Fig. 1: run 1, routed metal, one color a layer
(3 px per µm)
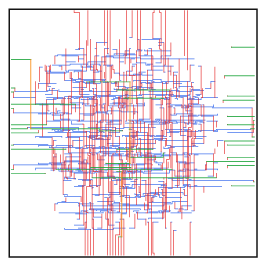
Fig. 2: run 1, congestion heat map
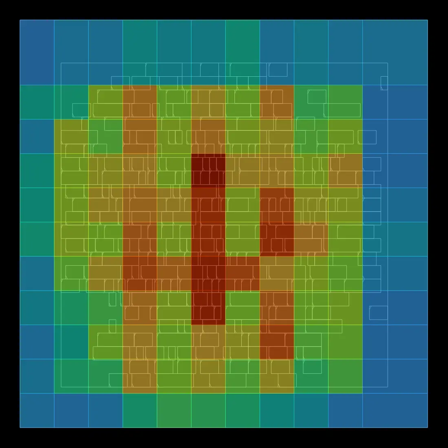
Fig. 3: run 1, metal 3
(3 px per µm)
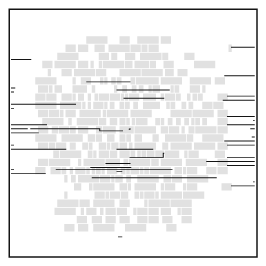
==> src/rtl/command_word_sequencer_8259_pkg.sv <==
// Shared types and constants for the 8259 command-word sequencer:
// FSM state encoding, OCW2 {R,SL,EOI} command codes, ICW bit positions
// and the index of each strobe in the edge-detector vector.
package pic8259_pkg;

    typedef enum logic [2:0] {
        ST_IDLE,
        ST_WAIT_ICW2,
        ST_WAIT_ICW3,
        ST_WAIT_ICW4,
        ST_READY
    } state_t;

    // OCW2 command codes, taken from bus[7:5] = {R,SL,EOI}
    localparam logic [2:0] OCW2_ROT_AEOI_CLR = 3'b000;
    localparam logic [2:0] OCW2_NS_EOI       = 3'b001;
    localparam logic [2:0] OCW2_NOP          = 3'b010;
    localparam logic [2:0] OCW2_SP_EOI       = 3'b011;
    localparam logic [2:0] OCW2_ROT_AEOI_SET = 3'b100;
    localparam logic [2:0] OCW2_ROT_NS_EOI   = 3'b101;
    localparam logic [2:0] OCW2_SET_PRIO     = 3'b110;
    localparam logic [2:0] OCW2_ROT_SP_EOI   = 3'b111;

    // ICW1 / ICW4 bit positions
    localparam int ICW1_IC4       = 0;
    localparam int ICW1_SNGL      = 1;
    localparam int ICW1_FIELD_MSB = 3;
    localparam int ICW4_FIELD_MSB = 4;

    // Position of each strobe in the edge-detector vector
    localparam int STB_ICW1    = 0;
    localparam int STB_ICW2_4  = 1;
    localparam int STB_OCW1    = 2;
    localparam int STB_OCW2    = 3;
    localparam int STB_OCW3    = 4;
    localparam int STB_READ    = 5;
    localparam int NUM_STROBES = 6;

endpackage

==> src/rtl/command_word_sequencer_8259_if.sv <==
// Bus between the 8259 data-bus control stage (master) and the
// command-word sequencer (slave): write strobes and data in,
// configuration / mask / command pulses out.
interface command_word_sequencer_8259_if;

    logic [7:0] internal_data_bus;
    logic       write_initial_command_word_1;
    logic       write_initial_command_word_2_4;
    logic       write_operation_control_word_1;
    logic       write_operation_control_word_2;
    logic       write_operation_control_word_3;
    logic       read;

    logic       init_done;
    logic [3:0] icw1_config;
    logic [4:0] vector_base;
    logic [7:0] cascade_config;
    logic [4:0] icw4_config;
    logic [7:0] interrupt_mask;
    logic       nonspecific_eoi;
    logic       specific_eoi;
    logic [2:0] eoi_level;
    logic       rotate_on_eoi;
    logic       auto_rotate_mode;
    logic [2:0] lowest_priority_level;
    logic       special_mask_mode;
    logic       read_isr_select;
    logic       poll_pending;

    modport master (
        output internal_data_bus, write_initial_command_word_1,
               write_initial_command_word_2_4, write_operation_control_word_1,
               write_operation_control_word_2, write_operation_control_word_3, read,
        input  init_done, icw1_config, vector_base, cascade_config, icw4_config,
               interrupt_mask, nonspecific_eoi, specific_eoi, eoi_level,
               rotate_on_eoi, auto_rotate_mode, lowest_priority_level,
               special_mask_mode, read_isr_select, poll_pending
    );

    modport slave (
        input  internal_data_bus, write_initial_command_word_1,
               write_initial_command_word_2_4, write_operation_control_word_1,
               write_operation_control_word_2, write_operation_control_word_3, read,
        output init_done, icw1_config, vector_base, cascade_config, icw4_config,
               interrupt_mask, nonspecific_eoi, specific_eoi, eoi_level,
               rotate_on_eoi, auto_rotate_mode, lowest_priority_level,
               special_mask_mode, read_isr_select, poll_pending
    );

endinterface

==> src/rtl/command_word_sequencer_8259_strobe_edge_detect.sv <==
// Rising-edge detector for one level write strobe: a history register
// plus a combinational one-cycle event.
module strobe_edge_detect_8259 (
    input  logic clock,
    input  logic reset,
    input  logic i_strobe,
    output logic o_event
);

    logic r_strobe_q;

    // Strobe history; event is strobe high now and low last cycle
    always_ff @(posedge clock) begin
        // NOTE: history resets to 1 so a strobe already high when reset is released does not count as an event.
        if (reset) r_strobe_q <= 1'b1;
        else       r_strobe_q <= i_strobe;
    end

    assign o_event = i_strobe & ~r_strobe_q;

endmodule

==> src/rtl/command_word_sequencer_8259.sv <==
// 8259 command-word sequencer: runs ICW1->ICW2->[ICW3]->[ICW4], then
// holds OCW1/2/3 state and issues EOI / rotate command pulses.
// Optional feature: define PIC_POLL_COMMAND_EN to enable the OCW3 poll
// command (poll_pending set by OCW3 bus[2], cleared by rising read).
module command_word_sequencer_8259
    import pic8259_pkg::*;
#(
    parameter logic [7:0] MASK_RESET            = 8'hFF,
    parameter logic [2:0] LOWEST_PRIORITY_RESET = 3'd7
) (
    input  logic                           clock,
    input  logic                           reset,
    command_word_sequencer_8259_if.slave   bus
);

    logic [NUM_STROBES-1:0] w_strobe;
    logic [NUM_STROBES-1:0] w_event;

    state_t     r_state;
    logic       r_init_done;
    logic [3:0] r_icw1_config;
    logic [4:0] r_vector_base;
    logic [7:0] r_cascade_config;
    logic [4:0] r_icw4_config;
    logic [7:0] r_interrupt_mask;
    logic       r_nonspecific_eoi;
    logic       r_specific_eoi;
    logic [2:0] r_eoi_level;
    logic       r_rotate_on_eoi;
    logic       r_auto_rotate_mode;
    logic [2:0] r_lowest_priority_level;
    logic       r_special_mask_mode;
    logic       r_read_isr_select;
    logic       r_poll_pending;

    assign w_strobe[STB_ICW1]   = bus.write_initial_command_word_1;
    assign w_strobe[STB_ICW2_4] = bus.write_initial_command_word_2_4;
    assign w_strobe[STB_OCW1]   = bus.write_operation_control_word_1;
    assign w_strobe[STB_OCW2]   = bus.write_operation_control_word_2;
    assign w_strobe[STB_OCW3]   = bus.write_operation_control_word_3;
    assign w_strobe[STB_READ]   = bus.read;

    for (genvar g = 0; g < NUM_STROBES; g++) begin : g_edge
        strobe_edge_detect_8259 u_edge (
            .clock    (clock),
            .reset    (reset),
            .i_strobe (w_strobe[g]),
            .o_event  (w_event[g])
        );
    end

    // Init-sequence FSM plus all configuration, mask and pulse registers
    always_ff @(posedge clock) begin
        if (reset) begin
            r_state                 <= ST_IDLE;
            r_init_done             <= 1'b0;
            r_icw1_config           <= '0;
            r_vector_base           <= '0;
            r_cascade_config        <= '0;
            r_icw4_config           <= '0;
            r_interrupt_mask        <= MASK_RESET;
            r_nonspecific_eoi       <= 1'b0;
            r_specific_eoi          <= 1'b0;
            r_eoi_level             <= '0;
            r_rotate_on_eoi         <= 1'b0;
            r_auto_rotate_mode      <= 1'b0;
            r_lowest_priority_level <= LOWEST_PRIORITY_RESET;
            r_special_mask_mode     <= 1'b0;
            r_read_isr_select       <= 1'b0;
            r_poll_pending          <= 1'b0;
        end else begin
            // NOTE: non-blocking assignments let later statements override the pulse defaults below without ordering hazards.
            r_nonspecific_eoi <= 1'b0;
            r_specific_eoi    <= 1'b0;
            r_rotate_on_eoi   <= 1'b0;
            if (w_event[STB_READ]) r_poll_pending <= 1'b0;

            if (w_event[STB_ICW1]) begin
                r_state                 <= ST_WAIT_ICW2;
                r_init_done             <= 1'b0;
                r_icw1_config           <= bus.internal_data_bus[ICW1_FIELD_MSB:0];
                r_interrupt_mask        <= 8'h00;
                r_cascade_config        <= '0;
                r_icw4_config           <= '0;
                r_special_mask_mode     <= 1'b0;
                r_auto_rotate_mode      <= 1'b0;
                r_read_isr_select       <= 1'b0;
                r_poll_pending          <= 1'b0;
                r_lowest_priority_level <= LOWEST_PRIORITY_RESET;
            end else begin
                if (w_event[STB_ICW2_4]) begin
                    case (r_state)
                        ST_WAIT_ICW2: begin
                            r_vector_base <= bus.internal_data_bus[7:3];
                            if (!r_icw1_config[ICW1_SNGL]) begin
                                r_state <= ST_WAIT_ICW3;
                            end else if (r_icw1_config[ICW1_IC4]) begin
                                r_state <= ST_WAIT_ICW4;
                            end else begin
                                r_state     <= ST_READY;
                                r_init_done <= 1'b1;
                            end
                        end
                        ST_WAIT_ICW3: begin
                            r_cascade_config <= bus.internal_data_bus;
                            if (r_icw1_config[ICW1_IC4]) begin
                                r_state <= ST_WAIT_ICW4;
                            end else begin
                                r_state     <= ST_READY;
                                r_init_done <= 1'b1;
                            end
                        end
                        ST_WAIT_ICW4: begin
                            r_icw4_config <= bus.internal_data_bus[ICW4_FIELD_MSB:0];
                            r_state       <= ST_READY;
                            r_init_done   <= 1'b1;
                        end
                        default: ;
                    endcase
                end

                // Operation control words only take effect once initialised
                if (r_state == ST_READY) begin
                    if (w_event[STB_OCW1]) begin
                        r_interrupt_mask <= bus.internal_data_bus;
                    end else if (w_event[STB_OCW2]) begin
                        case (bus.internal_data_bus[7:5])
                            OCW2_NS_EOI: r_nonspecific_eoi <= 1'b1;
                            OCW2_SP_EOI: begin
                                r_specific_eoi <= 1'b1;
                                r_eoi_level    <= bus.internal_data_bus[2:0];
                            end
                            OCW2_ROT_NS_EOI: begin
                                r_nonspecific_eoi <= 1'b1;
                                r_rotate_on_eoi   <= 1'b1;
                            end
                            OCW2_ROT_SP_EOI: begin
                                r_specific_eoi  <= 1'b1;
                                r_rotate_on_eoi <= 1'b1;
                                r_eoi_level     <= bus.internal_data_bus[2:0];
                            end
                            OCW2_ROT_AEOI_SET: r_auto_rotate_mode <= 1'b1;
                            OCW2_ROT_AEOI_CLR: r_auto_rotate_mode <= 1'b0;
                            OCW2_SET_PRIO: begin
                                r_lowest_priority_level <= bus.internal_data_bus[2:0];
                                r_eoi_level             <= bus.internal_data_bus[2:0];
                            end
                            default: ;
                        endcase
                    end else if (w_event[STB_OCW3]) begin
                        if (bus.internal_data_bus[6]) r_special_mask_mode <= bus.internal_data_bus[5];
                        if (bus.internal_data_bus[1]) r_read_isr_select   <= bus.internal_data_bus[0];
`ifdef PIC_POLL_COMMAND_EN
                        if (bus.internal_data_bus[2]) r_poll_pending <= 1'b1;
`endif
                    end
                end
            end
        end
    end

    assign bus.init_done             = r_init_done;
    assign bus.icw1_config           = r_icw1_config;
    assign bus.vector_base           = r_vector_base;
    assign bus.cascade_config        = r_cascade_config;
    assign bus.icw4_config           = r_icw4_config;
    assign bus.interrupt_mask        = r_interrupt_mask;
    assign bus.nonspecific_eoi       = r_nonspecific_eoi;
    assign bus.specific_eoi          = r_specific_eoi;
    assign bus.eoi_level             = r_eoi_level;
    assign bus.rotate_on_eoi         = r_rotate_on_eoi;
    assign bus.auto_rotate_mode      = r_auto_rotate_mode;
    assign bus.lowest_priority_level = r_lowest_priority_level;
    assign bus.special_mask_mode     = r_special_mask_mode;
    assign bus.read_isr_select       = r_read_isr_select;
    // Without the poll feature this register is never set and stays 0
    assign bus.poll_pending          = r_poll_pending;

endmodule
==> src/flat_wrapper.sv <==
// flat-port wrapper written by rule: the top's interface ports become plain ports
module command_word_sequencer_8259_flat import pic8259_pkg::*;
#(
    parameter logic [7:0] MASK_RESET            = 8'hFF,
    parameter logic [2:0] LOWEST_PRIORITY_RESET = 3'd7
)
  (clock, reset, bus_internal_data_bus, bus_write_initial_command_word_1, bus_write_initial_command_word_2_4, bus_write_operation_control_word_1, bus_write_operation_control_word_2, bus_write_operation_control_word_3, bus_read, bus_init_done, bus_icw1_config, bus_vector_base, bus_cascade_config, bus_icw4_config, bus_interrupt_mask, bus_nonspecific_eoi, bus_specific_eoi, bus_eoi_level, bus_rotate_on_eoi, bus_auto_rotate_mode, bus_lowest_priority_level, bus_special_mask_mode, bus_read_isr_select, bus_poll_pending);
  command_word_sequencer_8259_if bus_i ();
  input  logic clock;
  input  logic reset;
  input wire logic [$bits(bus_i.internal_data_bus)-1:0] bus_internal_data_bus;
  input wire logic [$bits(bus_i.write_initial_command_word_1)-1:0] bus_write_initial_command_word_1;
  input wire logic [$bits(bus_i.write_initial_command_word_2_4)-1:0] bus_write_initial_command_word_2_4;
  input wire logic [$bits(bus_i.write_operation_control_word_1)-1:0] bus_write_operation_control_word_1;
  input wire logic [$bits(bus_i.write_operation_control_word_2)-1:0] bus_write_operation_control_word_2;
  input wire logic [$bits(bus_i.write_operation_control_word_3)-1:0] bus_write_operation_control_word_3;
  input wire logic [$bits(bus_i.read)-1:0] bus_read;
  output wire logic [$bits(bus_i.init_done)-1:0] bus_init_done;
  output wire logic [$bits(bus_i.icw1_config)-1:0] bus_icw1_config;
  output wire logic [$bits(bus_i.vector_base)-1:0] bus_vector_base;
  output wire logic [$bits(bus_i.cascade_config)-1:0] bus_cascade_config;
  output wire logic [$bits(bus_i.icw4_config)-1:0] bus_icw4_config;
  output wire logic [$bits(bus_i.interrupt_mask)-1:0] bus_interrupt_mask;
  output wire logic [$bits(bus_i.nonspecific_eoi)-1:0] bus_nonspecific_eoi;
  output wire logic [$bits(bus_i.specific_eoi)-1:0] bus_specific_eoi;
  output wire logic [$bits(bus_i.eoi_level)-1:0] bus_eoi_level;
  output wire logic [$bits(bus_i.rotate_on_eoi)-1:0] bus_rotate_on_eoi;
  output wire logic [$bits(bus_i.auto_rotate_mode)-1:0] bus_auto_rotate_mode;
  output wire logic [$bits(bus_i.lowest_priority_level)-1:0] bus_lowest_priority_level;
  output wire logic [$bits(bus_i.special_mask_mode)-1:0] bus_special_mask_mode;
  output wire logic [$bits(bus_i.read_isr_select)-1:0] bus_read_isr_select;
  output wire logic [$bits(bus_i.poll_pending)-1:0] bus_poll_pending;
  assign bus_i.internal_data_bus = bus_internal_data_bus;
  assign bus_i.write_initial_command_word_1 = bus_write_initial_command_word_1;
  assign bus_i.write_initial_command_word_2_4 = bus_write_initial_command_word_2_4;
  assign bus_i.write_operation_control_word_1 = bus_write_operation_control_word_1;
  assign bus_i.write_operation_control_word_2 = bus_write_operation_control_word_2;
  assign bus_i.write_operation_control_word_3 = bus_write_operation_control_word_3;
  assign bus_i.read = bus_read;
  assign bus_init_done = bus_i.init_done;
  assign bus_icw1_config = bus_i.icw1_config;
  assign bus_vector_base = bus_i.vector_base;
  assign bus_cascade_config = bus_i.cascade_config;
  assign bus_icw4_config = bus_i.icw4_config;
  assign bus_interrupt_mask = bus_i.interrupt_mask;
  assign bus_nonspecific_eoi = bus_i.nonspecific_eoi;
  assign bus_specific_eoi = bus_i.specific_eoi;
  assign bus_eoi_level = bus_i.eoi_level;
  assign bus_rotate_on_eoi = bus_i.rotate_on_eoi;
  assign bus_auto_rotate_mode = bus_i.auto_rotate_mode;
  assign bus_lowest_priority_level = bus_i.lowest_priority_level;
  assign bus_special_mask_mode = bus_i.special_mask_mode;
  assign bus_read_isr_select = bus_i.read_isr_select;
  assign bus_poll_pending = bus_i.poll_pending;
  command_word_sequencer_8259 #(.MASK_RESET(MASK_RESET), .LOWEST_PRIORITY_RESET(LOWEST_PRIORITY_RESET)) u_core (.clock(clock), .reset(reset), .bus(bus_i));
endmodule
==> config.mk <==
export PLATFORM = sky130hd
export DESIGN_NAME = command_word_sequencer_8259_flat
export DESIGN_NICKNAME = d
export VERILOG_FILES = /design/src/rtl/command_word_sequencer_8259_pkg.sv /design/src/rtl/command_word_sequencer_8259_if.sv /design/src/rtl/command_word_sequencer_8259_strobe_edge_detect.sv /design/src/rtl/command_word_sequencer_8259.sv /design/src/flat_wrapper.sv
export SDC_FILE = /design/constraint.sdc
export NUM_CORES = 1
export LEC_CHECK = 0
export CORE_MARGIN = 8
export CORE_UTILIZATION = 46
export CTS_CLUSTER_DIAMETER = 80
export CTS_CLUSTER_SIZE = 28
export DETAILED_ROUTE_END_ITERATION = 16
export PLACE_DENSITY = 0.84
export SYNTH_ARGS = -nofsm -noshare
export SYNTH_HDL_FRONTEND = slang
export SYNTH_SLANG_ARGS = --single-unit
==> constraint.sdc <==
create_clock -name clock -period 2.4 [get_ports clock]
set_clock_uncertainty 0.2 [all_clocks]
set_input_delay 0.72 -clock clock [delete_from_list [all_inputs] [get_ports clock]]
set_output_delay 0.72 -clock clock [all_outputs]
set_load 0.02 [all_outputs]
==> flow_summary.yaml, run 1 <==
# synthesis and place-and-route metrics
pwr:
  power_leakage_nw: 1.05
  power_density_mw_per_mm2: 529
  total_power_mw: 1.50
  ir_drop_v: 0.000332
global_route:
  grt_pass1_vias: 1742
  grt_pass1_wl_mm: 8.45
  antenna_found_initial: 0
  grt_max_degree: 29
  overflow: 0
layout:
  num_antenna_cells: 0
  area_growth_syn_to_layout_pct: 40.7
  n_fill_cell: 360
  fin_cells: 339
  final-comb-area_um2: 902
  fin_area_mm2: 0.00283
synthesis:
  synth_warnings: 0
  syn-cell-area_mm2: 0.00201
  most_common_cell: "dfxtp_1"
  syn_nets: 233
  synth_cell_types: 33
  synth-main-ff-cell: "dfxtp_1"
  edf_count: 0
  top_cells_by_area: "dfxtp_1 51%, mux2i_1 9.0%, nor2_1 5.6%"
  common_cells: "51 x dfxtp_1, 30 x nor2_1, 25 x nand2_1"
  syn_inst: 217
  yosys_area_mm2: 0.00201
  synth_top_cell_by_area: "dfxtp_1"
  ys_cells: 217
  yosysSeqAreaShare_pct: 50.8
  ys_async_sr_fraction_pct: 0
  synth_area_per_cell_um2: 9.26
  ys_ff: 51
  synth_top_area_share_pct: 50.8
worst_setup_path:
  worstPathArrival_ps: 1360
  cp_slowest_cell: "clkdlybuf4s50_1"
  crit_path_end_kind: "output pin"
  criticalPathCategory: "reg2out"
  cp_top_family: "buffers and inverters"
  worstRegToRegCells: 4
  ff2ff_setup_slack_ps: 490
  crit_cells: 1
  crit_start: "u_core.bus.icw1_config[0]"
  slowest_delay_ps: 660
  critPathLaunchType: "flop"
  path_buffers: 1
  r2r-start: "u_core.r_state[0]"
  crit_required_ps: 1480
  worstReg2RegEnd: "u_core.bus.eoi_level[0]"
  crit_chain: "clkdlybuf4s50_1"
cts:
  clockRootBuffer: "clkbuf_8"
  holdBufCountCts: 0
  numCtsBuffers: 5
  cts_resized: 0
  post-cts-setup-buffers: 0
  clkTransAtPathRegs_ps: 90
  clk_latency_ps: 300
  ctsLongestPathBuffers: 2
  cts_sinks: 51
placement:
  dp.cells: 331
  dpl_worst_slack_ps: -156
  hpwl_mm: 3.85
  place_area_mm2: 0.00275
  gp_congestion: 0.880
hold_path:
  hold_class: "reg2reg"
  hold_path_depth: 2
  hold_start: "u_core.bus.read_isr_select"
final_timing:
  whs_ps: 260
  post-route-worst-setup-slack_ps: 121
  max_freq_mhz: 439
  setup_viol: 0
  period_minus_slack_ps: 2280
drt:
  dr.first_iter.drc_count: 89
  dr.pass1.iters: 4
  via_per_inst: 5.14
  ant_nets: 0
  drc: 0
floorplan:
  num_io_pins: 60
  fp_util_pct: 46.8
  die_y_um: 82.1
  rows: 24
  die_x_um: 82.1
  coreArea_mm2: 0.00429
run:
  tool_warnings: 27
run_status:
  status: "complete, no violations"
About Fig. 1:
met4: shown in orange, wire length 72.1 µm. met2: shown in red, wire length 2520 µm. met1: shown in blue, wire length 2150 µm. met3: shown in green, wire length 410 µm.
wire per inst: 15.2 µm
GRT Total Usage: 16.1%
via count: 1744
Post-Route WL: 5.15 mm

About Fig. 2:
met1 Use GR: 19.3%
Most Used Layer, Global Route: met2
M2 GR Usage: 26.8%

About Fig. 3:
The wires run mostly horizontal. The layer carries 410 µm of wire. 35 nets have wire on it. The longest straight run is 41.4 µm. The layer holds 8.0% of the routed length.
met3 Track Usage GR: 4.76%

==> run 1: stage by stage <==
| stage | setup TNS (ps) | util (%) |
|---|---|---|
| floorplan | 0 | - |
| CTS | 0 | 65.8 |
| global route | 0 | 65.8 |
| detailed placement | -981 | 63.9 |
| global placement | -311 | 63.9 |
| finish | 0 | 65.8 |
==> run 1: worst max-delay path by stage <==
stage / to / slack, ps
2_1_floorplan: u_core.bus.interrupt_mask[0] / 370
3_3_place_gp: u_core.bus.vector_base[2] / -60
3_5_place_dp: u_core.bus.vector_base[1] / -160
4_1_cts: bus_icw1_config[0] / 110
5_1_grt: u_core.bus.vector_base[1] / 50
6_report: bus_icw1_config[0] / 120
==> run 1: metal layers <==
layer  vias up  track usage, %  wire length [µm]
li1        875               -                 -
met1       812            19.3              2150
met2        49            26.8              2520
met3         8            4.76               410
met4         0            5.61                72
met5         -               0                 0
==> run 1: layout by cell type (no fill, tap or decap), types with 2 or more instances in the layout <==
cell type,count
a21oi_1,13
a311o_1,8
and2_1,2
and3b_1,2
buf_12,2
buf_4,18
clkbuf_1,2
clkbuf_8,5
clkdlybuf4s50_1,57
dfxtp_1,51
inv_1,3
mux2i_1,18
nand2_1,25
nand2b_1,9
nand3_1,11
nor2_1,30
nor2b_1,2
nor3_1,3
o21ai_0,7
or2_2,5
==> run 1: report_power, final <==
part / total (mW) / leakage (nW) / switching, mW / internal [mW]
sequential: 0.871 / 0.414 / 0.00971 / 0.861
combinational: 0.159 / 0.595 / 0.0817 / 0.0775
clock: 0.466 / 0.0422 / 0.261 / 0.205
total: 1.50 / 1.05 / 0.352 / 1.14
==> run 1: worst register-to-register path: cells and delay by family (launching register included) <==
kind	cells	cell delay (ps)
and+or+nand+nor	2	720
AOI/OAI and AO/OA	1	300
DFF	1	410
muxes	1	210
==> run 1: sequential cells by signal, indices dropped and copies added (netlist names) <==
| register | cells |
|---|---|
| u_core.bus.icw4_config | 5 |
| u_core.bus.nonspecific_eoi | 1 |
| u_core.bus.init_done | 1 |
| u_core.bus.specific_eoi | 1 |
| u_core.bus.auto_rotate_mode | 1 |
| u_core.bus.cascade_config | 8 |
| u_core.bus.rotate_on_eoi | 1 |
| u_core.r_state | 3 |
| u_core.bus.read_isr_select | 1 |
| u_core.g_edge.u_edge.r_strobe_q | 5 |
| u_core.bus.eoi_level | 3 |
| u_core.bus.lowest_priority_level | 3 |
| u_core.bus.special_mask_mode | 1 |
| u_core.bus.icw1_config | 4 |
| u_core.bus.interrupt_mask | 8 |
| u_core.bus.vector_base | 5 |
==> run 1: area by class of cell <==
cell class                      instances  area share [%]
Clock buffer                            7            2.70
Tap cell                               52            2.30
Multi-Input combinational cell        148            31.9
Sequential cell                        51            36.1
Timing Repair Buffer                   77            26.4
Inverter                                3           0.398
Clock inverter                          1           0.177
==> run 1: cell families (layout without fill, tap and decap cells) <==
logic type	after synthesis	after routing	share of synthesized area, %
buffers and inverters	18	88	4.30
AND/OR/NAND/NOR	97	97	24.8
other	1	1	0.187
multiplexers	18	18	8.97
AND-OR/OR-AND	32	32	10.9
flip-flops	51	51	50.8
==> run 2: changes to the inputs <==
--- a/config.mk
+++ b/config.mk
@@ -5,7 +5,8 @@
 export SDC_FILE = /design/constraint.sdc
 export NUM_CORES = 1
 export LEC_CHECK = 0
-export CORE_MARGIN = 8
+export CORE_ASPECT_RATIO = 1.2
+export CORE_MARGIN = 10
 export CORE_UTILIZATION = 46
 export CTS_CLUSTER_DIAMETER = 80
 export CTS_CLUSTER_SIZE = 28
@@ -14,3 +15,4 @@
 export SYNTH_ARGS = -nofsm -noshare
 export SYNTH_HDL_FRONTEND = slang
 export SYNTH_SLANG_ARGS = --single-unit
+export TNS_END_PERCENT = 100
==> run 2 against run 1 <==
  * First-iteration DRC count up 18%
  * Fmax barely moved
  * Combinational power barely moved
  * Via count down 0.69%
  * Sequential cell count unchanged
  * Total power is 4.0% higher
  * Area after synthesis unchanged
  * Sequential power hardly changed
  * Clock power grew 13%
  * Critical endpoint unchanged
==> flow_summary.yaml, run 2 <==
# synthesis and place-and-route metrics
synthesis:
  ys_async_sr_fraction_pct: 0
  common_cells: "51 x dfxtp_1, 30 x nor2_1, 25 x nand2_1"
  syn_inst: 217
  synth_area_per_cell_um2: 9.26
  synth_warnings: 0
  yosysSeqAreaShare_pct: 50.8
  simple_gate_area_share_pct: 24.8
  ys_sh_xor_pct: 0
  syn-cell-area_mm2: 0.00201
  top_cells_by_area: "dfxtp_1 51%, mux2i_1 9.0%, nor2_1 5.6%"
  synth-main-ff-cell: "dfxtp_1"
  synth_top_area_share_pct: 50.8
  synthAoiAreaFrac_pct: 10.9
  synthMuxAreaShare_pct: 8.97
  ys_ff: 51
cts:
  clockRootBuffer: "clkbuf_8"
  post-cts-setup-buffers: 0
  cts_resized: 0
  ctsLongestPathBuffers: 2
  numCtsBuffers: 5
  clkTransAtPathRegs_ps: 90
worst_setup_path:
  worstRegToRegCells: 4
  crit_chain: "clkdlybuf4s50_1"
  cp_slowest_cell: "clkdlybuf4s50_1"
  critPathLaunchType: "flop"
  criticalPathCategory: "reg2out"
  worstPathArrival_ps: 1360
  slowest_delay_ps: 640
  crit_path_end_kind: "output pin"
  cp_top_family: "buffers and inverters"
floorplan:
  fp_util_pct: 47.5
  die_x_um: 80.3
  die_y_um: 92.4
  num_io_pins: 60
global_route:
  met3_usage_pct: 4.93
  grt_pass1_vias: 1740
  grt_pass1_wl_mm: 8.59
  grt_busiest_layer: "met2"
  grt_usage_pct: 14.7
drt:
  vias: 1732
  ant_nets: 0
placement:
  gp_congestion: 0.922
layout:
  fin_area_mm2: 0.00286
  mostFrequentLayoutCell: "clkdlybuf4s50_1"
final_timing:
  max_freq_mhz: 439
  fin_setup_tns_ps: 0
  setup_viol: 0
  period_minus_slack_ps: 2280
run_status:
  status: "complete, no violations"
hold_path:
  hold_start: "u_core.bus.icw1_config[2]"
run:
  tool_warnings: 27
pwr:
  power_density_mw_per_mm2: 543
  ir_drop_v: 0.000371
==> run 2: report_power, final <==
group          leakage [nW]  internal [mW]  total (mW)  switching, mW
clock network        0.0474          0.236       0.525          0.290
logic                 0.602         0.0774       0.159         0.0816
registers             0.414          0.861       0.871        0.00974
total                  1.06           1.17        1.56          0.381
==> run 2: layout make-up <==
cell class,instances,area [µm²]
diodes,1,2.50
clock buffers,6,82.6
clock inverters,2,16.3
fillers,340,1370
inverters,3,11.3
multi-input cells,148,902
flip-flops and latches,51,1020
well taps,56,70.1
repair buffers,77,758
==> run 2: metrics by stage <==
stage | utilization [%] | std cells | hold slack (ps) | setup WS [ps] | total power [mW]
finish | 67.7 | 344 | 264 | 120 | 1.56
global route | 67.7 | 344 | 297 | 32.8 | 1.62
CTS | 67.7 | 343 | 264 | 115 | 1.57
detailed placement | 65.3 | 335 | 250 | -107 | 1.05
global placement | 65.3 | 335 | 243 | -45.3 | 1.05
floorplan | - | 217 | 312 | 372 | 0.962
==> run 2: routing by layer <==
layer | share of wire, % | vias up
met1 | 40 | 806
met4 | 2.0 | 0
li1 | - | 874
met2 | 51 | 44
met3 | 6.3 | 8
met5 | 0 | -
==> run 2: logic make-up (layout without fill, tap and decap cells) <==
kind of cell	count (synthesis)	count (layout)
other	1	2
AND-OR/OR-AND	32	32
multiplexers	18	18
flip-flops	51	51
AND/OR/NAND/NOR	97	97
buffers and inverters	18	88
==> run 2: worst max-delay path by stage <==
| stage | startpoint | to | slack (ps) |
|---|---|---|---|
| CTS | u_core.bus.icw1_config[0] | bus_icw1_config[0] | 110 |
| floorplan | bus_write_operation_control_word_1 | u_core.bus.interrupt_mask[0] | 370 |
| global placement | bus_write_initial_command_word_2_4 | u_core.bus.icw4_config[2] | -50 |
| detailed placement | bus_write_initial_command_word_2_4 | u_core.bus.icw4_config[2] | -110 |
| finish | u_core.bus.icw1_config[0] | bus_icw1_config[0] | 120 |
| global route | bus_write_initial_command_word_2_4 | u_core.bus.icw4_config[1] | 30 |
Fig. 4: run 2, congestion heat map
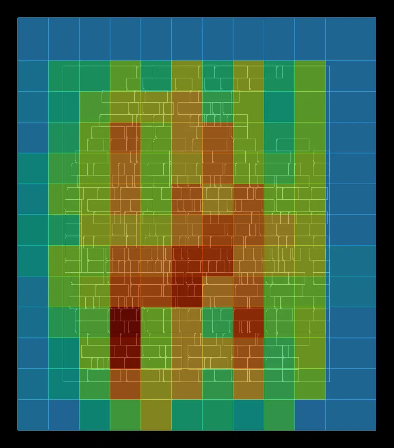
wire per inst: 15.5 µm
M2 GR Usage: 24.9%
met1 Use GR: 16.0%

Power is estimated from default activity; no workload was simulated.
